**Run 1: power grid**

Pins as bars on the die edge. Tap cells in gray.
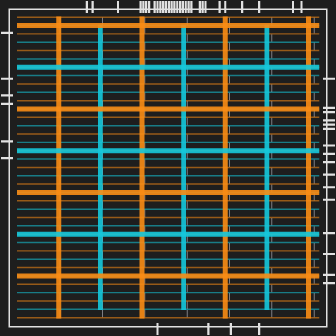
**Run 1: placed cells, one color a class**

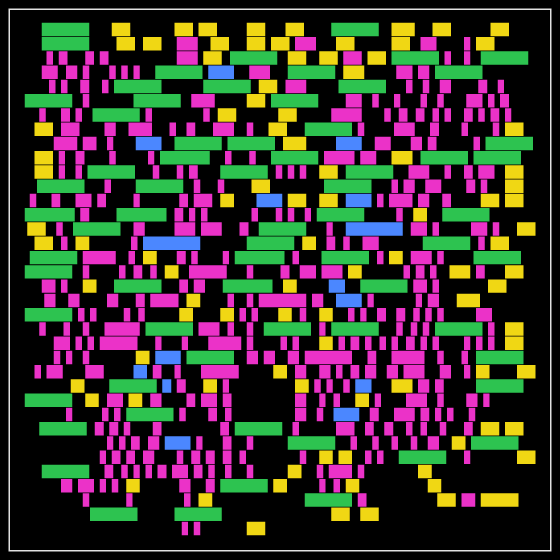
**Run 1: clock distribution**

Bar = 20 um.
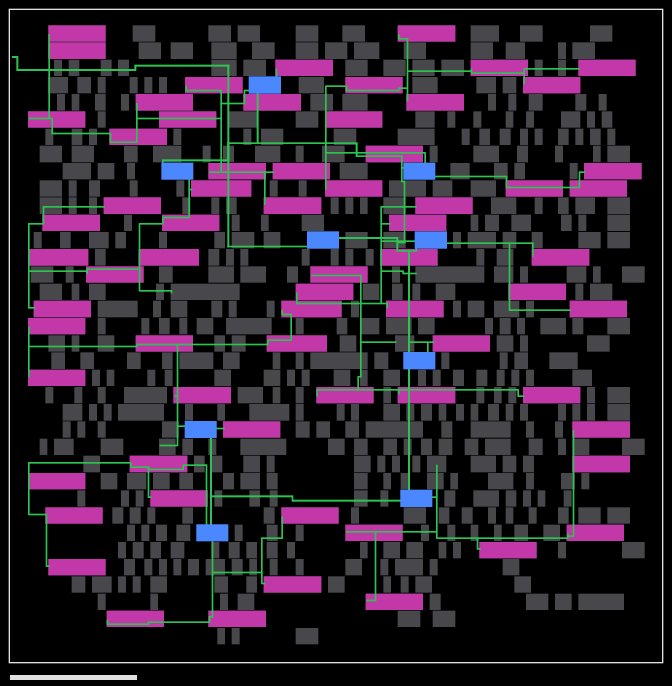
**Run 1: wiring by layer**

Bar = 20 um.
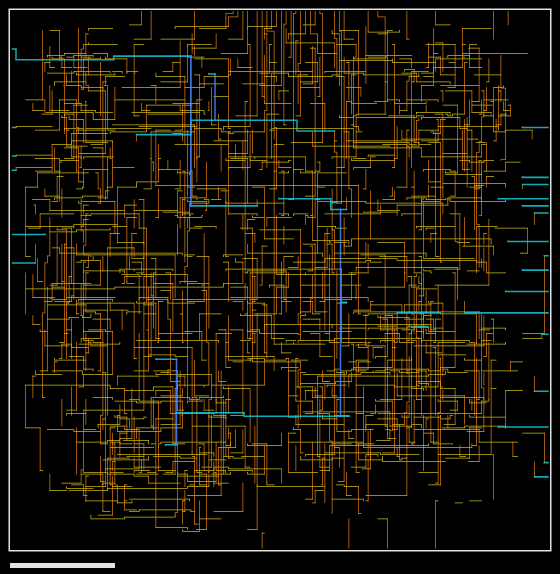
`config.mk`:
```
export PLATFORM = sky130hd
export DESIGN_NAME = led_scan_ctrl
export DESIGN_NICKNAME = d
export VERILOG_FILES = /design/src/rtl/led_scan_ctrl.sv
export SDC_FILE = /design/constraint.sdc
export NUM_CORES = 1
export LEC_CHECK = 0
export ABC_AREA = 1
export CAP_MARGIN = 10
export CELL_PAD_IN_SITES_DETAIL_PLACEMENT = 1
export CELL_PAD_IN_SITES_GLOBAL_PLACEMENT = 1
export CORE_MARGIN = 2
export CORE_UTILIZATION = 36
export CTS_CLUSTER_DIAMETER = 50
export CTS_CLUSTER_SIZE = 10
export DETAILED_ROUTE_END_ITERATION = 6
export PLACE_DENSITY_LB_ADDON = 0.1
export SYNTH_ARGS = -nofsm -noshare
export SYNTH_HDL_FRONTEND = slang
export SYNTH_SLANG_ARGS = --single-unit
```
`constraint.sdc`:
```
create_clock -name clk -period 1.8 [get_ports clk]
set_input_delay 0.27 -clock clk [delete_from_list [all_inputs] [get_ports clk]]
set_output_delay 0.27 -clock clk [all_outputs]
set_load 0.02 [all_outputs]
```
`src/rtl/led_scan_ctrl.sv`:
```
// HUB75-style LED panel row scanner: shifts 64 columns per row pair,
// latches, then displays each row for ON_CYCLES with frame/subframe counters.
module led_scan_ctrl #(
  parameter int ON_CYCLES = 64,
  parameter int SUBFRAMES = 8
) (
  input  logic        clk,
  input  logic        reset,
  input  logic        enable,
  output logic [5:0]  x,
  output logic [4:0]  row,
  output logic [12:0] frame,
  output logic [7:0]  subframe,
  input  logic [2:0]  rgb_top,
  input  logic [2:0]  rgb_bot,
  output logic [2:0]  panel_rgb0,
  output logic [2:0]  panel_rgb1,
  output logic        panel_sclk,
  output logic        panel_latch,
  output logic        panel_oe_n,
  output logic [4:0]  panel_addr,
  output logic        frame_start
);

  localparam logic [2:0] IDLE  = 3'd0;
  localparam logic [2:0] SHIFT = 3'd1;
  localparam logic [2:0] BLANK = 3'd2;
  localparam logic [2:0] LATCH = 3'd3;
  localparam logic [2:0] ON    = 3'd4;

  localparam logic [15:0] ON_LAST  = 16'(ON_CYCLES - 1);
  localparam logic [7:0]  SUB_LAST = 8'(SUBFRAMES - 1);

  logic [2:0]  state, state_n;
  logic        phase, phase_n;
  logic [5:0]  x_n;
  logic [15:0] cnt, cnt_n;
  logic        last_on;
  logic [4:0]  row_n;
  logic [7:0]  sub_n;
  logic [12:0] frame_n;

  always_comb begin
    state_n = state;
    phase_n = phase;
    x_n     = x;
    cnt_n   = cnt;
    unique case (state)
      IDLE: begin
        if (enable) state_n = SHIFT;
      end
      SHIFT: begin
        if (!phase) begin
          phase_n = 1'b1;
        end else begin
          phase_n = 1'b0;
          if (x == 6'd63) begin
            x_n     = 6'd0;
            state_n = BLANK;
          end else begin
            x_n = x + 6'd1;
          end
        end
      end
      BLANK: state_n = LATCH;
      LATCH: begin
        state_n = ON;
        cnt_n   = 16'd0;
      end
      ON: begin
        if (cnt == ON_LAST) begin
          state_n = enable ? SHIFT : IDLE;
          cnt_n   = 16'd0;
        end else begin
          cnt_n = cnt + 16'd1;
        end
      end
      default: state_n = IDLE;
    endcase
  end

  // Counters roll over only on the final display cycle of a row.
  always_comb begin
    last_on = (state == ON) && (cnt == ON_LAST);
    row_n   = row;
    sub_n   = subframe;
    frame_n = frame;
    if (last_on) begin
      row_n = row + 5'd1;
      if (row == 5'd31) begin
        if (subframe == SUB_LAST) begin
          sub_n   = 8'd0;
          frame_n = frame + 13'd1;
        end else begin
          sub_n = subframe + 8'd1;
        end
      end
    end
  end

  always_ff @(posedge clk or posedge reset) begin
    if (reset) begin
      state       <= IDLE;
      phase       <= 1'b0;
      cnt         <= 16'd0;
      x           <= 6'd0;
      row         <= 5'd0;
      subframe    <= 8'd0;
      frame       <= 13'd0;
      panel_addr  <= 5'd0;
      panel_rgb0  <= 3'd0;
      panel_rgb1  <= 3'd0;
      panel_sclk  <= 1'b0;
      panel_latch <= 1'b0;
      panel_oe_n  <= 1'b1;
      frame_start <= 1'b0;
    end else begin
      state    <= state_n;
      phase    <= phase_n;
      cnt      <= cnt_n;
      x        <= x_n;
      row      <= row_n;
      subframe <= sub_n;
      frame    <= frame_n;
      if (state == SHIFT && !phase) begin
        panel_rgb0 <= rgb_top;
        panel_rgb1 <= rgb_bot;
      end
      if (state == BLANK) panel_addr <= row;
      // Strobes are decoded from the next state so they align with it.
      panel_sclk  <= (state_n == SHIFT) && phase_n;
      panel_latch <= (state_n == LATCH);
      panel_oe_n  <= (state_n != ON);
      frame_start <= (state_n == SHIFT) && (state != SHIFT)
                     && (row_n == 5'd0) && (sub_n == 8'd0);
    end
  end

endmodule

```
==> impl_metrics.toml, run 1 <==
# physical design summary
[status]
status = "complete, but fails checks"
violations = "negative setup slack"

[detailed_routing]
dr.pass1.iters = 4
wl_met3_um = 258
initialDrtViolationCount = 76
drc = 0
antenna_left = 0
via_per_inst = 4.73
highest_layer = "met4"

[timing]
tightest_slew_ns = 0.553
hold_viol_final = 0
setup_ws_ns = -0.0671
finalCritPeriodShare = 1.04
setup_viol = 7
drv_slew = 0
clock.fmax_ghz = 0.536
hold-worst-slack_ns = 0.326
relSlewSlack = 0.628
min_period_ns = 1.87
tns_ns = -0.252
rsz0062_at_grt = "yes"

[final_layout]
area_delta_synth_final_pct = 39.9
multi_input_comb_cells = 280
comb_share = 0.345
final_cells = 663
mi_logic_area_mm2 = 0.00170
inverters = 73
n_fill_cell = 1175
registers.top_by_ff_count = "cnt"
layout_top_cell = "nand2_1"
reg_top3 = "cnt x16, frame x13, subframe x8"
regArea_mm2 = 0.00168
signal_buffers = 95
largest_cell_class = "multi-input combinational cells"
n_antenna_cell = 0
lay_top_cells = "nand2_1 (92), inv_1 (63), dfrtp_1 (62), clkdlybuf4s50_1 (52), buf_4 (35)"
nets = 543
drive_above_1_share = 0.215
clk_share = 0.0433

[setup_path]
required_ns = 2.05
crit_fanout = 6
slowest_stage = "dfrtp_2"
arrival_ns = 2.12
cp_num_buf_inv = 1
crit_cells = 11
cp_common_cell = "nor2_4"
max_stage_delay_ns = 0.39
worst_setup_path_end_kind = "flip-flop"
cp-start-kind = "flip-flop"
path_class = "flip-flop to flip-flop"
reg2reg_slack_ns = -0.07
timing.rr.start = "row[0]"
ff2ff_path_depth = 11
r2r-end = "frame[9]"
path_cells = "ha_4 > nand2_2 > nor2_4 > ha_4 > buf_6 > nand3_4 > nor2_4 > nand2_4 > nor2_4 > nand4_1 > xor2_1"
crit_end = "frame[9]"

[power_and_ir_drop]
p_switching_w = 0.000686
leakagePower_nw = 2.44
finalPower_w = 0.00301
switching_share = 0.228
intPower_w = 0.00232
comb_cell_power_w = 0.0000836
p_seq_frac = 0.503
p_comb_frac = 0.028
powerSeq_w = 0.00151

[clocking]
clock_path_buffers = 2
post_cts_resized = 3
cts_buffers = 9
htreeDepth = 3
path_clk_slew_ns = 0.09
postCtsSetupRepairBufs = 0
cts_tree = "yes"
cts_hold_buffers = 0
cts_sinks = 67
clockRootBuffer = "clkbuf_8"

[synth]
async_flop_share = 1.00
ys_top_logic_family = "simple AND/OR/NAND/NOR gates"
area_leaders = "dfrtp_1 (47%), nand2_1 (10%), inv_1 (7.0%)"
ys_seq_frac = 0.476
synthSimpleGateAreaFrac = 0.282
ys_sh_aoi = 0.0617
netlist.area_leader.share = 0.468
synthCells = 422
edf_count = 0
ys_sh_xor = 0.0521
ff_type = "dfrtp_1"
most_common_cell = "nand2_1"
yosysTopAreaCell = "dfrtp_1"
fp_nets = 439
synthDistinctLibCells = 34
common_cells = "nand2_1 (98), dfrtp_1 (66), inv_1 (66)"
yosysChipArea_mm2 = 0.00353
ys_cells = 422
yosys.area_share.adder = 0.0284

[global_routing]
grtUsageMet2 = 0.312
antenna_found_initial = 0
grt_pass1_vias = 3206
use_met1 = 0.239
grt_max_degree = 68
gr-usage-met3 = 0.0393
grt_first_pass_wirelength_um = 15100

[placed_design]
place.gp.congestion = 0.769
dpl.hpwl_um = 6890
placed_cells = 642
io_buffers = 55

[flow_run]
warnings = 30
maxCapViolations = 0

[floorplan]
tap_cells = 133
fp_util = 0.366
die_area_mm2 = 0.0106
io_pins = 56

[worst_hold_path]
hold_class = "primary input to asynchronous set/reset pin"
About 'power grid':
[orange] VSS
[cyan] VDD
met5 straps: 7
tap cells: 133
rows: 36
met4 straps: 7
Die Height: 103 um
Die X: 103 um
VDD IR max: 0.000318 V
CORE AREA: 0.00964 mm^2

About 'placed cells, one color a class':
[green] flops | cells: 67
[magenta] combinational and other logic | cells: 353
[blue] clock drivers and dummy loads | cells: 15
[yellow] other buffers and delay cells | cells: 95
Final Instance Area: 0.00494 mm^2
fin util: 0.512
Seq/total area: 0.341
row cnt: 36

About 'clock distribution':
[magenta] flip-flops | count: 67
[blue] clock drivers | count: 9
[green] clock wires | length: 1020 um
flops lie: widely spread
Clock Power Share: 0.469
Worst-Skew Late Latency: 0.36 ns
Max Clock Skew: 0.0130 ns
Clk power: 0.00141 W

About 'wiring by layer':
[orange] metal 2 | wire length: 4800 um
[blue] metal 4 | wire length: 93.2 um
[cyan] metal 3 | wire length: 259 um
[yellow] metal 1 | wire length: 4120 um
Routed WL: 9280 um
wire length per cell: 14.0 um
GRT Overall Usage: 0.185
vias: 3135

**Run 1: congestion heat map**

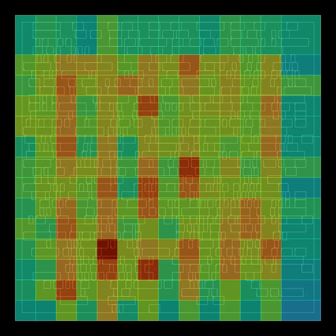

## Run 2: what changed since run 1
- PLACE_DENSITY: unset -> 0.75
- PLACE_DENSITY_LB_ADDON: 0.1 -> unset
**Run 2: congestion heat map**

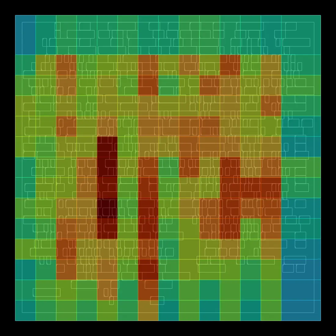
GR Util met3: 0.0278
met1 Use GR: 0.256
fin util: 0.526
met2 GRT Util: 0.365

==> impl_metrics.toml, run 2 <==
# physical design summary
[flow_run]
warnings = 30
maxCapViolations = 0

[setup_path]
worst_setup_path_end_kind = "flip-flop"
arrival_ns = 2.15
reg2reg_slack_ns = -0.08
crit_fanout = 6
r2r-end = "frame_start"
cp_common_cell = "nand2_1"
crit_end = "frame_start"
max_stage_delay_ns = 0.43
timing.rr.start = "row[0]"
required_ns = 2.08
slowest_stage = "dfrtp_2"
path_cells = "ha_4 > nand2_4 > nor2_4 > ha_4 > buf_4 > inv_2 > nor3_2 > nand4_1 > nand2_1 > nand2_1 > nand2_1 > nor2_1 > nand3_1 > nor2_1"
cp-start-kind = "flip-flop"
ff2ff_path_depth = 14
cp_num_buf_inv = 2
cp-startpoint = "row[0]"
path_class = "flip-flop to flip-flop"
crit_cells = 14

[detailed_routing]
postRouteWirelength_um = 10800
wl_met3_um = 239
initialDrtViolationCount = 122
antenna_left = 0
dr.pass1.iters = 4
vias = 3276
highest_layer = "met4"
route.detailed.wl_per_inst_um = 15.8
wl_met1_um = 4510
via_per_inst = 4.81
drc = 0

[placed_design]
placed_cells = 643
pre_cts_slack_ns = -0.223
place.gp.congestion = 0.848
placed_area_mm2 = 0.00453
dpl.hpwl_um = 7290
io_buffers = 55

[final_layout]
n_antenna_cell = 0
area_delta_synth_final_pct = 43.9
final_cells = 681
inverters = 73
nets = 560
seq_area_frac = 0.331
comb_share = 0.339
reg_top3 = "cnt x16, frame x13, subframe x8"
mi_logic_area_mm2 = 0.00172
largest_cell_class = "multi-input combinational cells"
registers.top_by_ff_count = "cnt"
stdcell_area_mm2 = 0.00507
regArea_mm2 = 0.00168
lay_top_cells = "nand2_1 (89), inv_1 (63), dfrtp_1 (63), buf_4 (56), clkdlybuf4s50_1 (51)"
signal_buffers = 112
n_fill_cell = 1149
layout_top_cell = "nand2_1"
buf_share = 0.197
clock_buffers = 10
largest_reg_flops = 16
drive_above_1_share = 0.245
clk_share = 0.0429
multi_input_comb_cells = 280

[power_and_ir_drop]
p_switching_w = 0.000692
intPower_w = 0.00233
vdd_drop_max_v = 0.000454
comb_cell_power_w = 0.0000835
p_clk_frac = 0.471
p_comb_frac = 0.028
powerClk_w = 0.00142
leakagePower_nw = 2.56
switching_share = 0.229
powerSeq_w = 0.00151
p_seq_frac = 0.501
finalPower_w = 0.00302
top_power_group = "sequential cells"

[worst_hold_path]
hold_class = "primary input to asynchronous set/reset pin"

[floorplan]
core_area_mm2 = 0.00964
fp_util = 0.366
die_x_um = 103
tap_cells = 133
die_area_mm2 = 0.0106
io_pins = 56
num_rows = 36
die_height_um = 103

[synth]
most_common_cell = "nand2_1"
ff_type = "dfrtp_1"
area_leaders = "dfrtp_1 (47%), nand2_1 (10%), inv_1 (7.0%)"
ys_sh_aoi = 0.0617
async_flop_share = 1.00
yosysChipArea_mm2 = 0.00353
ys_sh_xor = 0.0521
yosysWarnings = 0
ys_seq_frac = 0.476
synthSimpleGateAreaFrac = 0.282
edf_count = 0
ys_cells = 422
common_cells = "nand2_1 (98), dfrtp_1 (66), inv_1 (66)"
ys_top_logic_family = "simple AND/OR/NAND/NOR gates"
synthCells = 422
netlist.area_leader.share = 0.468
yosys.area_share.adder = 0.0284
fp_nets = 439
yosysTopAreaCell = "dfrtp_1"
synthDistinctLibCells = 34

[clocking]
path_clk_slew_ns = 0.09
clk_latency_ns = 0.36
postCtsSetupRepairBufs = 8
clock_path_buffers = 2
cts_buffers = 9
post_cts_resized = 19
cts_hold_buffers = 0
cts_tree = "yes"
htreeDepth = 3
cts_sinks = 67
clockRootBuffer = "clkbuf_8"

[timing]
setup_viol = 2
skew_ns = 0.0164
clock.fmax_ghz = 0.532
tns_ns = -0.0973
finalCritPeriodShare = 1.04
tightest_slew_ns = 0.429
drv_slew = 0
rsz0062_at_grt = "yes"
min_period_ns = 1.88
hold-worst-slack_ns = 0.360
relSlewSlack = 0.712
hold_viol_final = 0
setup_ws_ns = -0.0779

[status]
status = "complete, but fails checks"
violations = "negative setup slack"

[global_routing]
grt_max_degree = 68
grt_first_pass_wirelength_um = 17000
grt_pass1_vias = 3444
grt_use_total = 0.207
antenna_found_initial = 0
Power is estimated from default activity; no workload was simulated.
